==> src/rtl/axis_head_insert_verb.sv <==
// rtl/axis_head_insert_verb.sv - prepend a length-framed header from a side stream to every AXI-stream packet
//
// Purpose: for each packet, take `length` beats from the header stream and emit
// them first, then forward the payload packet unchanged.
// Optional feature macro: AXIS_HEAD_INSERT_CACHE_EN (2-entry registered output buffer).
//
// Ports:
//   aclk, areset                   clock, asynchronous active-high reset
//   length[15:0]                   header beat count, sampled in IDLE
//   head_tdata/tvalid/tlast/tready header source stream (tlast ignored)
//   axis_in_tdata/tvalid/tlast/tready  payload source stream
//   axis_out_tdata/tvalid/tlast/tready merged output stream

module axis_head_insert_verb #(
   parameter int DSIZE = 8
) (
   input  logic             aclk,
   input  logic             areset,
   input  logic [15:0]      length,
   input  logic [DSIZE-1:0] head_tdata,
   input  logic             head_tvalid,
   input  logic             head_tlast,
   output logic             head_tready,
   input  logic [DSIZE-1:0] axis_in_tdata,
   input  logic             axis_in_tvalid,
   input  logic             axis_in_tlast,
   output logic             axis_in_tready,
   output logic [DSIZE-1:0] axis_out_tdata,
   output logic             axis_out_tvalid,
   output logic             axis_out_tlast,
   input  logic             axis_out_tready
);

   typedef enum logic [1:0] {IDLE, HEAD, BODY} state_t;

   state_t           state;
   logic [15:0]      hcnt;
   logic [15:0]      len_lat;

   // merged stream before the optional output buffer
   logic [DSIZE-1:0] m_data;
   logic             m_valid;
   logic             m_last;
   logic             m_ready;

   // header framing comes from length only
   logic             unused_head_tlast;
   assign unused_head_tlast = head_tlast;

   // source select; IDLE drives nothing so no source is consumed in the bubble
   always_comb begin
      m_data         = '0;
      m_valid        = 1'b0;
      m_last         = 1'b0;
      head_tready    = 1'b0;
      axis_in_tready = 1'b0;
      case (state)
         HEAD: begin
            m_data      = head_tdata;
            m_valid     = head_tvalid;
            head_tready = m_ready;
         end
         BODY: begin
            m_data         = axis_in_tdata;
            m_valid        = axis_in_tvalid;
            m_last         = axis_in_tlast;
            axis_in_tready = m_ready;
         end
         default: ;
      endcase
   end

   always_ff @(posedge aclk or posedge areset) begin
      if (areset) begin
         state   <= IDLE;
         hcnt    <= '0;
         len_lat <= '0;
      end else begin
         case (state)
            IDLE: begin
               len_lat <= length;
               hcnt    <= '0;
               state   <= (length != 16'd0) ? HEAD : BODY;
            end
            HEAD: begin
               if (head_tvalid && m_ready) begin
                  hcnt <= hcnt + 16'd1;
                  // len_lat is nonzero here, so len_lat-1 cannot wrap
                  if (hcnt == len_lat - 16'd1)
                     state <= BODY;
               end
            end
            BODY: begin
               if (axis_in_tvalid && m_ready && axis_in_tlast)
                  state <= IDLE;
            end
            default: state <= IDLE;
         endcase
      end
   end

`ifdef AXIS_HEAD_INSERT_CACHE_EN
   logic [DSIZE:0] buf_mem [2];
   logic           wr_ptr;
   logic           rd_ptr;
   logic [1:0]     count;
   logic [1:0]     count_nxt;
   logic           full;
   logic           push;
   logic           pop;

   // ready toward the FSM depends only on a flop, breaking the tready path
   assign m_ready   = ~full;
   assign push      = m_valid && m_ready;
   assign pop       = (count != 2'd0) && axis_out_tready;
   assign count_nxt = count + {1'b0, push} - {1'b0, pop};

   always_ff @(posedge aclk or posedge areset) begin
      if (areset) begin
         buf_mem[0] <= '0;
         buf_mem[1] <= '0;
         wr_ptr     <= 1'b0;
         rd_ptr     <= 1'b0;
         count      <= 2'd0;
         full       <= 1'b0;
      end else begin
         if (push) begin
            buf_mem[wr_ptr] <= {m_last, m_data};
            wr_ptr          <= ~wr_ptr;
         end
         if (pop)
            rd_ptr <= ~rd_ptr;
         count <= count_nxt;
         full  <= (count_nxt == 2'd2);
      end
   end

   assign axis_out_tvalid = (count != 2'd0);
   assign axis_out_tdata  = buf_mem[rd_ptr][DSIZE-1:0];
   assign axis_out_tlast  = buf_mem[rd_ptr][DSIZE];
`else
   assign m_ready         = axis_out_tready;
   assign axis_out_tvalid = m_valid;
   assign axis_out_tdata  = m_data;
   assign axis_out_tlast  = m_last;
`endif

endmodule

==> config.mk <==
export PLATFORM = sky130hd
export DESIGN_NAME = axis_head_insert_verb
export DESIGN_NICKNAME = d
export VERILOG_FILES = /design/src/rtl/axis_head_insert_verb.sv
export SDC_FILE = /design/constraint.sdc
export NUM_CORES = 1
export LEC_CHECK = 0
export ABC_AREA = 1
export CORE_MARGIN = 1.5
export CORE_UTILIZATION = 52
export DETAILED_ROUTE_END_ITERATION = 10
export PLACE_DENSITY = 0.89
export SYNTH_ARGS = -nofsm -noshare
export SYNTH_HDL_FRONTEND = slang
export SYNTH_SLANG_ARGS = --single-unit
==> constraint.sdc <==
create_clock -name aclk -period 2.3 [get_ports aclk]
set_input_delay 0.69 -clock aclk [delete_from_list [all_inputs] [get_ports aclk]]
set_output_delay 0.69 -clock aclk [all_outputs]
set_load 0.02 [all_outputs]
### Routing congestion, run 1

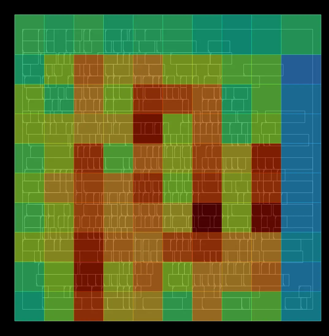
Final Core Density: 71.94%
WL/cell: 12.84 um

### Sequential cells grouped by signal name, run 1

Scale bar: 20 um. Other sequential cells in the stronger gray, the rest of the logic in the fainter gray.
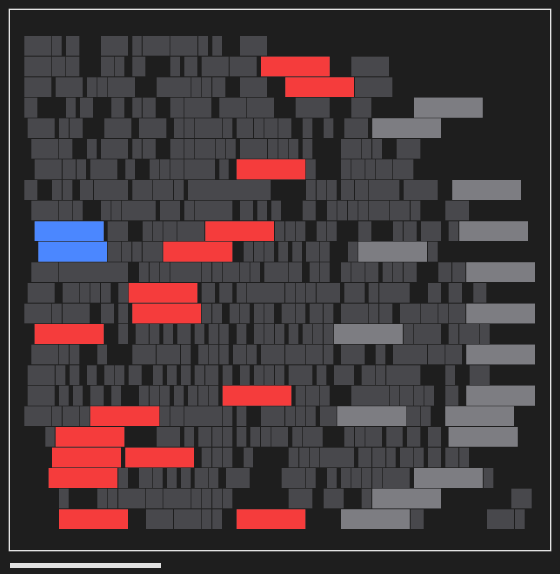
[blue] state | flops: 2
[red] len_lat | flops: 16

### Zoomed window, run 1

Scale bar: 10 um. Window x 5 to 30, y 5 to 30 um. Cells in gray, sequential cells in the stronger gray; small squares are vias.
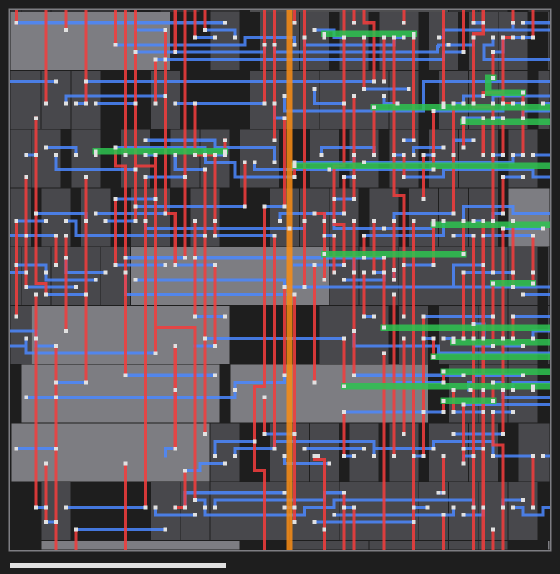
[green] met3
[red] met2
[blue] met1
[orange] met4
most frequent: nand2_1 (39), nor2_1 (11)
netlist names of flops here include: len_lat (6)
cells with their middle in the window: 79
sequential cells in the window: 6

==> qor.yml, run 1 <==
cts.sinks: 34
drc: 0
totalWireLength_um: 6268
slew_headroom_pct: 68.67
grt_pass1_vias: 2432
ys_top_cells_by_count: "nand2_1 (132), nor2_1 (41), inv_1 (40)"
slowest_delay_ns: 0.48
reg2reg_depth: 13
grtUsageTotal_pct: 25.59
antenna_found_initial: 0
syn2layout_area_growth_pct: 30.56
critPathBufInv: 3
warnings: 29
finalSetupViolCount: 0
core_area_um2: 4414
required_ns: 1.61
met3_wirelength_um: 316
path_cells: "clkdlybuf4s50_1 -> nand2_1 -> inv_1 -> clkdlybuf4s15_1"
status: "complete, no violations"
min_period_over_period_pct: 98.36
r2r-end: "state[1]"
slowest_stage: "clkdlybuf4s50_1"
use_met1_pct: 33.84
hold_start: "len_lat[15]"
fillers: 352
cts_tree: "built"
r2r_start: "len_lat[0]"
place_ws_ns: -0.3919
fmax_mhz: 442.0
syn_inst: 369
p_switching_uw: 1566
synth-async-reset-ratio_pct: 100.0
start_kind: "input pin"
place_hpwl_um: 4770
grt_max_degree: 35
grt_pass1_wl_um: 10490
syn_avg_cell_area_um2: 6.592
htreeDepth: 2
logic_family: "simple AND/OR/NAND/NOR gates"
==> run 1: layout make-up <==
cell class	count	area (um2)	area share, %
multi-input combinational	283	1401	44.13
sequential	34	850.8	26.79
timing repair buffer	65	568.0	17.89
inverter	47	177.7	5.595
clock buffer	6	82.58	2.600
tap	52	65.06	2.049
clock inverter	1	30.03	0.9456
==> run 1: through the flow <==
| step | utilization [%] | setup TNS [ns] | total power, uW | instances |
|---|---|---|---|---|
| 4_1_cts | 71.83 | 0 | 3336 | 487 |
| 3_3_place_gp | 69.81 | -5.219 | 2724 | 480 |
| 2_1_floorplan | - | 0 | 2199 | 369 |
| 3_5_place_dp | 69.81 | -5.526 | 2792 | 480 |
| 5_1_grt | 71.94 | 0 | 3653 | 488 |
| 6_report | 71.94 | 0 | 3363 | 488 |
==> inputs of run 2 (changes only) <==
SKIP_LAST_GASP = 1   (was not set)
==> qor.yml, run 2 <==
syn2layout_area_growth_pct: 30.56
place_hpwl_um: 4770
cts.sinks: 34
syn_avg_cell_area_um2: 6.592
fmax_mhz: 441.9
placed_cells: 480
met3_wirelength_um: 315
r2r_start: "len_lat[0]"
min_period_over_period_pct: 98.38
grt_pass1_vias: 2432
htreeDepth: 2
slew_headroom_pct: 68.67
syn_inst: 369
place_ws_ns: -0.3919
hold_start: "len_lat[15]"
status: "complete, no violations"
antenna_found_initial: 0
totalWireLength_um: 6246
reg2reg_depth: 13
start_kind: "input pin"
tns_ns: 0
required_ns: 1.61
cts_tree: "built"
p_total_uw: 3359
drc: 0
critPathBufInv: 3
ys_top_cells_by_count: "nand2_1 (132), nor2_1 (41), inv_1 (40)"
-- run 2: cell types whose count changed in the layout (fill, tap and decap cells not counted), sizes merged --
cell	delta
buf	-1
clkbuf	+1
-- run 2: cell type report --
class	instances	area, um2	share of cell area [%]
inverter	47	177.7	5.595
multi-input combinational	283	1401	44.13
sequential	34	850.8	26.79
tap	52	65.06	2.049
clock inverter	1	30.03	0.9456
clock buffer	6	82.58	2.600
timing repair buffer	65	568.0	17.89
-- run 2: logic make-up after synthesis --
kind of cell             count (synthesis)
AND/OR/NAND/NOR                        222
buffers and inverters                   52
AND-OR/OR-AND                           42
flip-flops                              34
XOR/XNOR                                14
adder cells (fa/ha/maj)                  5
-- run 2: power breakdown --
part | switching, uW | internal [uW]
Clock | 216 | 347
Sequential | 191 | 770
Combinational | 1160 | 680
Total | 1560 | 1800
### Zoomed window, run 2

Scale bar: 10 um. Window x 5 to 30, y 5 to 30 um. Cells in gray, sequential cells in the stronger gray; small squares are vias.
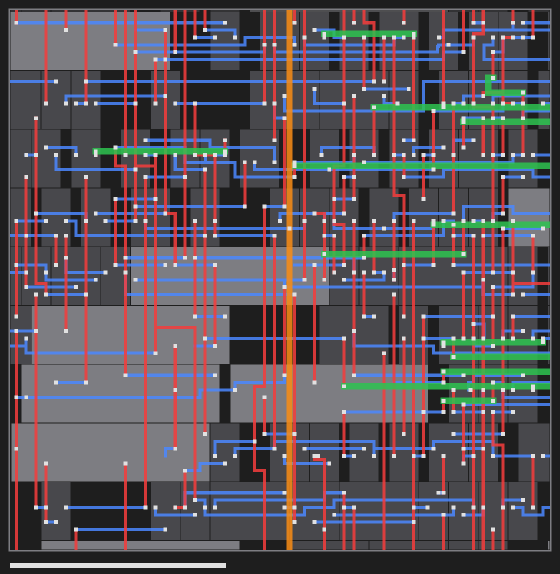
[orange] met4
[red] met2
[green] met3
[blue] met1
netlist names of flops here include: len_lat (6)
cells with their middle in the window: 79
most frequent: nand2_1 (39), nor2_1 (11)
sequential cells in the window: 6

### Sequential cells grouped by signal name, run 2

Scale bar: 20 um. Other sequential cells in the stronger gray, the rest of the logic in the fainter gray.
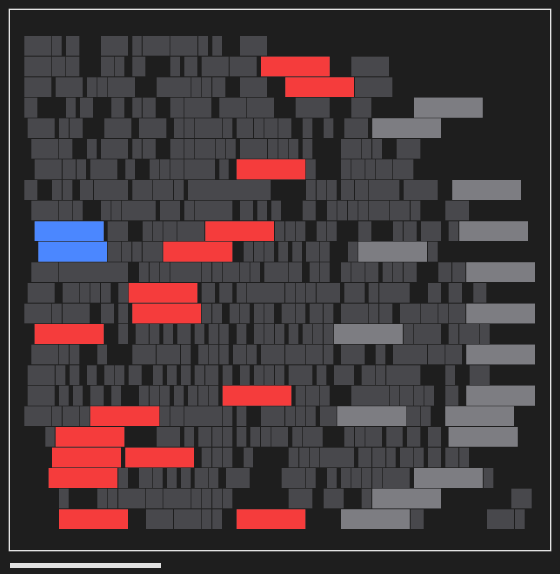
[blue] state | flops: 2
[red] len_lat | flops: 16
not colored: 16

Power figures rest on the tool's default switching activity, not on a simulated workload.
